**src/rtl/register_file_mp_if.sv**
```systemverilog
// Bus bundle for register_file_mp: read, write and issue/scoreboard signals.
// Latency: n/a (wires only).
// Backpressure: none; every strobe is accepted in the cycle it is presented.
//
// master: the pipeline driving addresses, writes and issues.
// slave : the register file returning read data and scoreboard state.
interface register_file_mp_if #(
    parameter int DATA_W   = 32,
    parameter int NUM_REGS = 32,
    parameter int NUM_RD   = 2,
    parameter int NUM_WR   = 1
);
    localparam int AW = $clog2(NUM_REGS);

    logic [NUM_RD*AW-1:0]     rd_addr;
    logic [NUM_RD*DATA_W-1:0] rd_data;
    logic [NUM_RD-1:0]        rd_busy;
    logic [NUM_WR-1:0]        wr_en;
    logic [NUM_WR*AW-1:0]     wr_addr;
    logic [NUM_WR*DATA_W-1:0] wr_data;
    logic                     iss_en;
    logic [AW-1:0]            iss_dst;
    logic [NUM_REGS-1:0]      busy_vec;

    modport master (
        output rd_addr, wr_en, wr_addr, wr_data, iss_en, iss_dst,
        input  rd_data, rd_busy, busy_vec
    );

    modport slave (
        input  rd_addr, wr_en, wr_addr, wr_data, iss_en, iss_dst,
        output rd_data, rd_busy, busy_vec
    );
endinterface

```
**src/rtl/register_file_mp.sv**
```systemverilog
// Multi-ported register file with zero register, optional write-to-read bypass and a busy scoreboard.
// Latency: reads are combinational (0 cycles); writes and scoreboard updates land on the rising clk edge.
// Backpressure: none; writes, issues and reads are all accepted every cycle.
//
// Ports: clk, rst (async, active-high), bus (register_file_mp_if.slave):
//   rd_addr/rd_data/rd_busy per read port, wr_en/wr_addr/wr_data per write port,
//   iss_en/iss_dst to mark a destination pending, busy_vec = whole scoreboard.
module register_file_mp #(
    parameter int DATA_W   = 32,
    parameter int NUM_REGS = 32,
    parameter int NUM_RD   = 2,
    parameter int NUM_WR   = 1,
    parameter int BYPASS   = 1
) (
    input  logic              clk,
    input  logic              rst,
    register_file_mp_if.slave bus
);
    localparam int AW = $clog2(NUM_REGS);

    logic [DATA_W-1:0]   regs [NUM_REGS];
    logic [NUM_REGS-1:0] busy;
    logic [NUM_REGS-1:0] wr_hit;    // registers targeted by any enabled write this cycle
    logic [NUM_REGS-1:0] iss_mask;  // register being issued this cycle (never r0)
    logic [NUM_REGS-1:0] busy_nxt;

    always_comb begin
        wr_hit = '0;
        for (int w = 0; w < NUM_WR; w++) begin
            if (bus.wr_en[w]) begin
                wr_hit[bus.wr_addr[w*AW +: AW]] = 1'b1;
            end
        end
    end

    always_comb begin
        iss_mask = '0;
        if (bus.iss_en && bus.iss_dst != '0) begin
            iss_mask[bus.iss_dst] = 1'b1;
        end
    end

    // A new issue overrides a completing write to the same register:
    // the newer producer is still outstanding.
    assign busy_nxt = (busy & ~wr_hit) | iss_mask;

    always_ff @(posedge clk or posedge rst) begin
        if (rst) begin
            for (int r = 0; r < NUM_REGS; r++) begin
                regs[r] <= '0;
            end
            busy <= '0;
        end else begin
            busy <= busy_nxt;
            // Later ports overwrite earlier ones, so the highest port wins on a collision.
            for (int w = 0; w < NUM_WR; w++) begin
                if (bus.wr_en[w] && bus.wr_addr[w*AW +: AW] != '0) begin
                    regs[bus.wr_addr[w*AW +: AW]] <= bus.wr_data[w*DATA_W +: DATA_W];
                end
            end
        end
    end

    logic [AW-1:0]     ra;
    logic [DATA_W-1:0] rv;
    logic              rb;
    logic              fwd;

    always_comb begin
        bus.rd_data = '0;
        bus.rd_busy = '0;
        ra          = '0;
        rv          = '0;
        rb          = 1'b0;
        fwd         = 1'b0;
        for (int p = 0; p < NUM_RD; p++) begin
            ra  = bus.rd_addr[p*AW +: AW];
            rv  = regs[ra];
            rb  = busy[ra];
            fwd = 1'b0;
            if (BYPASS != 0) begin
                // Scan in port order so the highest-numbered writer is forwarded,
                // matching what the array will hold after the edge.
                for (int w = 0; w < NUM_WR; w++) begin
                    if (bus.wr_en[w] && bus.wr_addr[w*AW +: AW] == ra) begin
                        rv  = bus.wr_data[w*DATA_W +: DATA_W];
                        fwd = 1'b1;
                    end
                end
                // Value being forwarded is final unless a newer producer issues now.
                if (fwd && !iss_mask[ra]) begin
                    rb = 1'b0;
                end
            end
            // r0 is hardwired zero and reset masks the bypass path as well.
            if (rst || ra == '0) begin
                rv = '0;
                rb = 1'b0;
            end
            bus.rd_data[p*DATA_W +: DATA_W] = rv;
            bus.rd_busy[p]                  = rb;
        end
    end

    assign bus.busy_vec = busy;
endmodule

```
**src/flat_wrapper.sv**
```systemverilog
// flat-port wrapper written by rule: the top's interface ports become plain ports
module register_file_mp_flat 
#(
    parameter int DATA_W   = 32,
    parameter int NUM_REGS = 32,
    parameter int NUM_RD   = 2,
    parameter int NUM_WR   = 1,
    parameter int BYPASS   = 1
)
  (clk, rst, bus_rd_addr, bus_wr_en, bus_wr_addr, bus_wr_data, bus_iss_en, bus_iss_dst, bus_rd_data, bus_rd_busy, bus_busy_vec);
  register_file_mp_if #(.DATA_W(DATA_W), .NUM_REGS(NUM_REGS), .NUM_RD(NUM_RD), .NUM_WR(NUM_WR)) bus_i ();
  input  logic clk;
  input  logic rst;
  input wire logic [$bits(bus_i.rd_addr)-1:0] bus_rd_addr;
  input wire logic [$bits(bus_i.wr_en)-1:0] bus_wr_en;
  input wire logic [$bits(bus_i.wr_addr)-1:0] bus_wr_addr;
  input wire logic [$bits(bus_i.wr_data)-1:0] bus_wr_data;
  input wire logic [$bits(bus_i.iss_en)-1:0] bus_iss_en;
  input wire logic [$bits(bus_i.iss_dst)-1:0] bus_iss_dst;
  output wire logic [$bits(bus_i.rd_data)-1:0] bus_rd_data;
  output wire logic [$bits(bus_i.rd_busy)-1:0] bus_rd_busy;
  output wire logic [$bits(bus_i.busy_vec)-1:0] bus_busy_vec;
  assign bus_i.rd_addr = bus_rd_addr;
  assign bus_i.wr_en = bus_wr_en;
  assign bus_i.wr_addr = bus_wr_addr;
  assign bus_i.wr_data = bus_wr_data;
  assign bus_i.iss_en = bus_iss_en;
  assign bus_i.iss_dst = bus_iss_dst;
  assign bus_rd_data = bus_i.rd_data;
  assign bus_rd_busy = bus_i.rd_busy;
  assign bus_busy_vec = bus_i.busy_vec;
  register_file_mp #(.DATA_W(DATA_W), .NUM_REGS(NUM_REGS), .NUM_RD(NUM_RD), .NUM_WR(NUM_WR), .BYPASS(BYPASS)) u_core (.clk(clk), .rst(rst), .bus(bus_i));
endmodule
```
**config.mk**
```make
export PLATFORM = sky130hd
export DESIGN_NAME = register_file_mp_flat
export DESIGN_NICKNAME = d
export VERILOG_FILES = /design/src/rtl/register_file_mp_if.sv /design/src/rtl/register_file_mp.sv /design/src/flat_wrapper.sv
export SDC_FILE = /design/constraint.sdc
export NUM_CORES = 2
export LEC_CHECK = 0
export CORE_MARGIN = 3
export CORE_UTILIZATION = 50
export DETAILED_ROUTE_END_ITERATION = 10
export GPL_ROUTABILITY_DRIVEN = 1
export PLACE_DENSITY_LB_ADDON = 0.08
export SLEW_MARGIN = 20
export SYNTH_ARGS = -nofsm -noshare
export SYNTH_HDL_FRONTEND = slang
export SYNTH_SLANG_ARGS = --single-unit
```
**constraint.sdc**
```tcl
create_clock -name clk -period 63.5 [get_ports clk]
set_clock_uncertainty 0.1 [all_clocks]
set_input_delay 6.35 -clock clk [delete_from_list [all_inputs] [get_ports clk]]
set_output_delay 6.35 -clock clk [all_outputs]
set_load 0.01 [all_outputs]
```
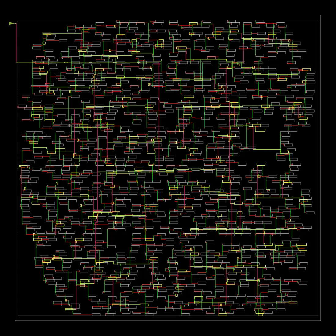
*Clock routing*
flip-flop and latch count: 1,056
Clock Latency Late Sink: 0.71 ns

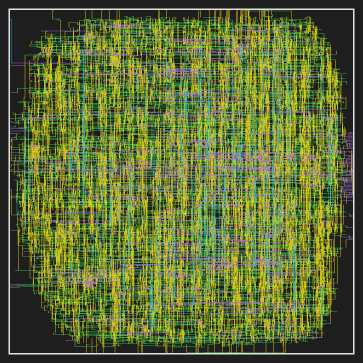
*Metal layers overlaid*
(1 px per um)
Key: met2 = yellow [wire length 91.3 mm]; met1 = green [wire length 78.8 mm]; met4 = cyan [wire length 8,980 um]; met3 = purple [wire length 18,600 um]

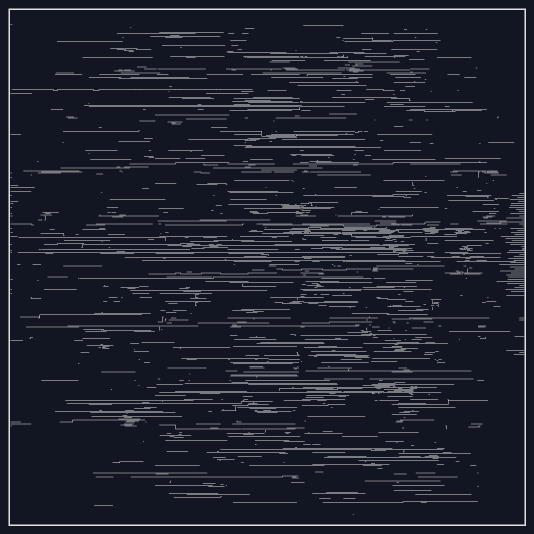
*Signal wires on met3*
(1.5 px per um)
495 nets have wire on it. The layer holds 9.4% of the routed length. The longest straight run is 277 um.

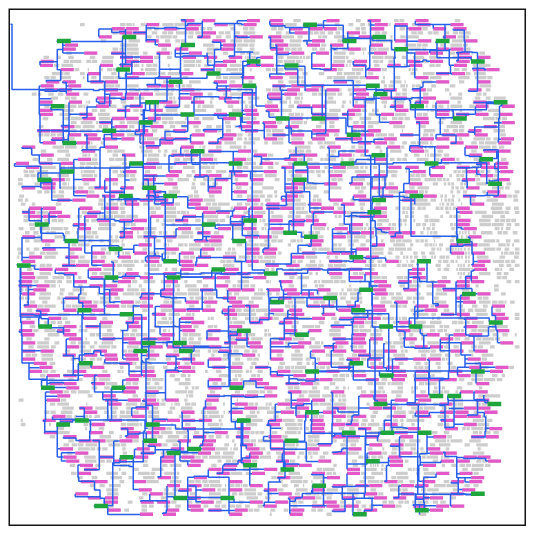
*Clock network drawn from the DEF*
(1.5 px per um)
Key: flip-flops = magenta [count 1,056]; clock wires = blue [length 14,300 um]; cells driving clock nets = green [count 117]
Position of the flops: widely spread. There are 118 routed clock nets.

==> results_tabular.tex <==
% Table of physical implementation metrics
\begin{tabular}{lr}
\hline
Metric & Value \\
\hline
\multicolumn{2}{l}{\textbf{Run}} \\
Max-cap viol count & 0 \\
\multicolumn{2}{l}{\textbf{Final layout}} \\
Buffers, non-clock & 253 \\
Area of the multi-input gates & 28,400 um2 \\
Number of multi-input combinational cells in the layout & 2,242 \\
Non-clock inverter instance count of the final layout & 3 \\
Most frequent cells in the layout & dfrtp\_1, mux2\_2, mux4\_2 \\
Area growth, synth to finish & 10.9\% \\
\multicolumn{2}{l}{\textbf{Global route}} \\
Number of antenna violations at the first check in global routing & 9 \\
\multicolumn{2}{l}{\textbf{Outcome}} \\
Run status & finished, final reports clean \\
\multicolumn{2}{l}{\textbf{Worst setup path}} \\
Worst-case register-to-register setup slack & 62.58 ns \\
Kind of critical path & primary input to output pin \\
Critical Path Start & bus\_rd\_addr[7] \\
\multicolumn{2}{l}{\textbf{Power and ir drop}} \\
Worst vdd rail ir drop & 0.0232 mV \\
P\_leak & 26.6 nW \\
\multicolumn{2}{l}{\textbf{Final timing}} \\
Worst slew slack as a fraction of its limit & 18.2\% \\
\multicolumn{2}{l}{\textbf{Clock tree}} \\
H-tree depth reported by CTS & 3 \\
Number of hold buffers added after CTS & 0 \\
\multicolumn{2}{l}{\textbf{Logic synthesis}} \\
Count of flip-flops with a built-in enable after synthesis & 0 \\
Cell area after synthesis & 56,800 um2 \\
Share of flip-flops with an asynchronous set or reset & 100\% \\
Floorplan net count & 3,788 \\
Portion of synthesized cell area occupied by the leading cell type & 46.5\% \\
Area fraction in compound gates after synthesis & 4.26\% \\
\multicolumn{2}{l}{\textbf{Place}} \\
Gp weighted congestion & 0.848 \\
\multicolumn{2}{l}{\textbf{Routing}} \\
Routed wire length on met3 & 18.6 mm \\
\hline
\end{tabular}
flip-flops by register name (all words and copies together), names as in the netlist:
signal               count
u_core.regs           1024
u_core.bus.busy_vec     32
metrics by stage:
step	hold slack, ns	total power, mW	setup slack, ns	instances	instance area, um2
6_report	0.294	2.03	46.00	5264	63000
5_1_grt	0.306	2.10	45.59	5259	63000
4_1_cts	0.298	2.03	46.09	5256	63000
3_5_place_dp	0.282	1.33	46.11	5041	59000
3_3_place_gp	0.276	1.30	46.04	5041	59000
2_1_floorplan	0.341	1.20	24.80	3732	56800
where the power goes:
group | internal (mW) | switching (mW)
clock network | 0.421 | 0.288
logic | 0.250 | 0.168
registers | 0.802 | 0.100
total | 1.47 | 0.556
No activity file was given, so power comes from the tool's default toggle rates.
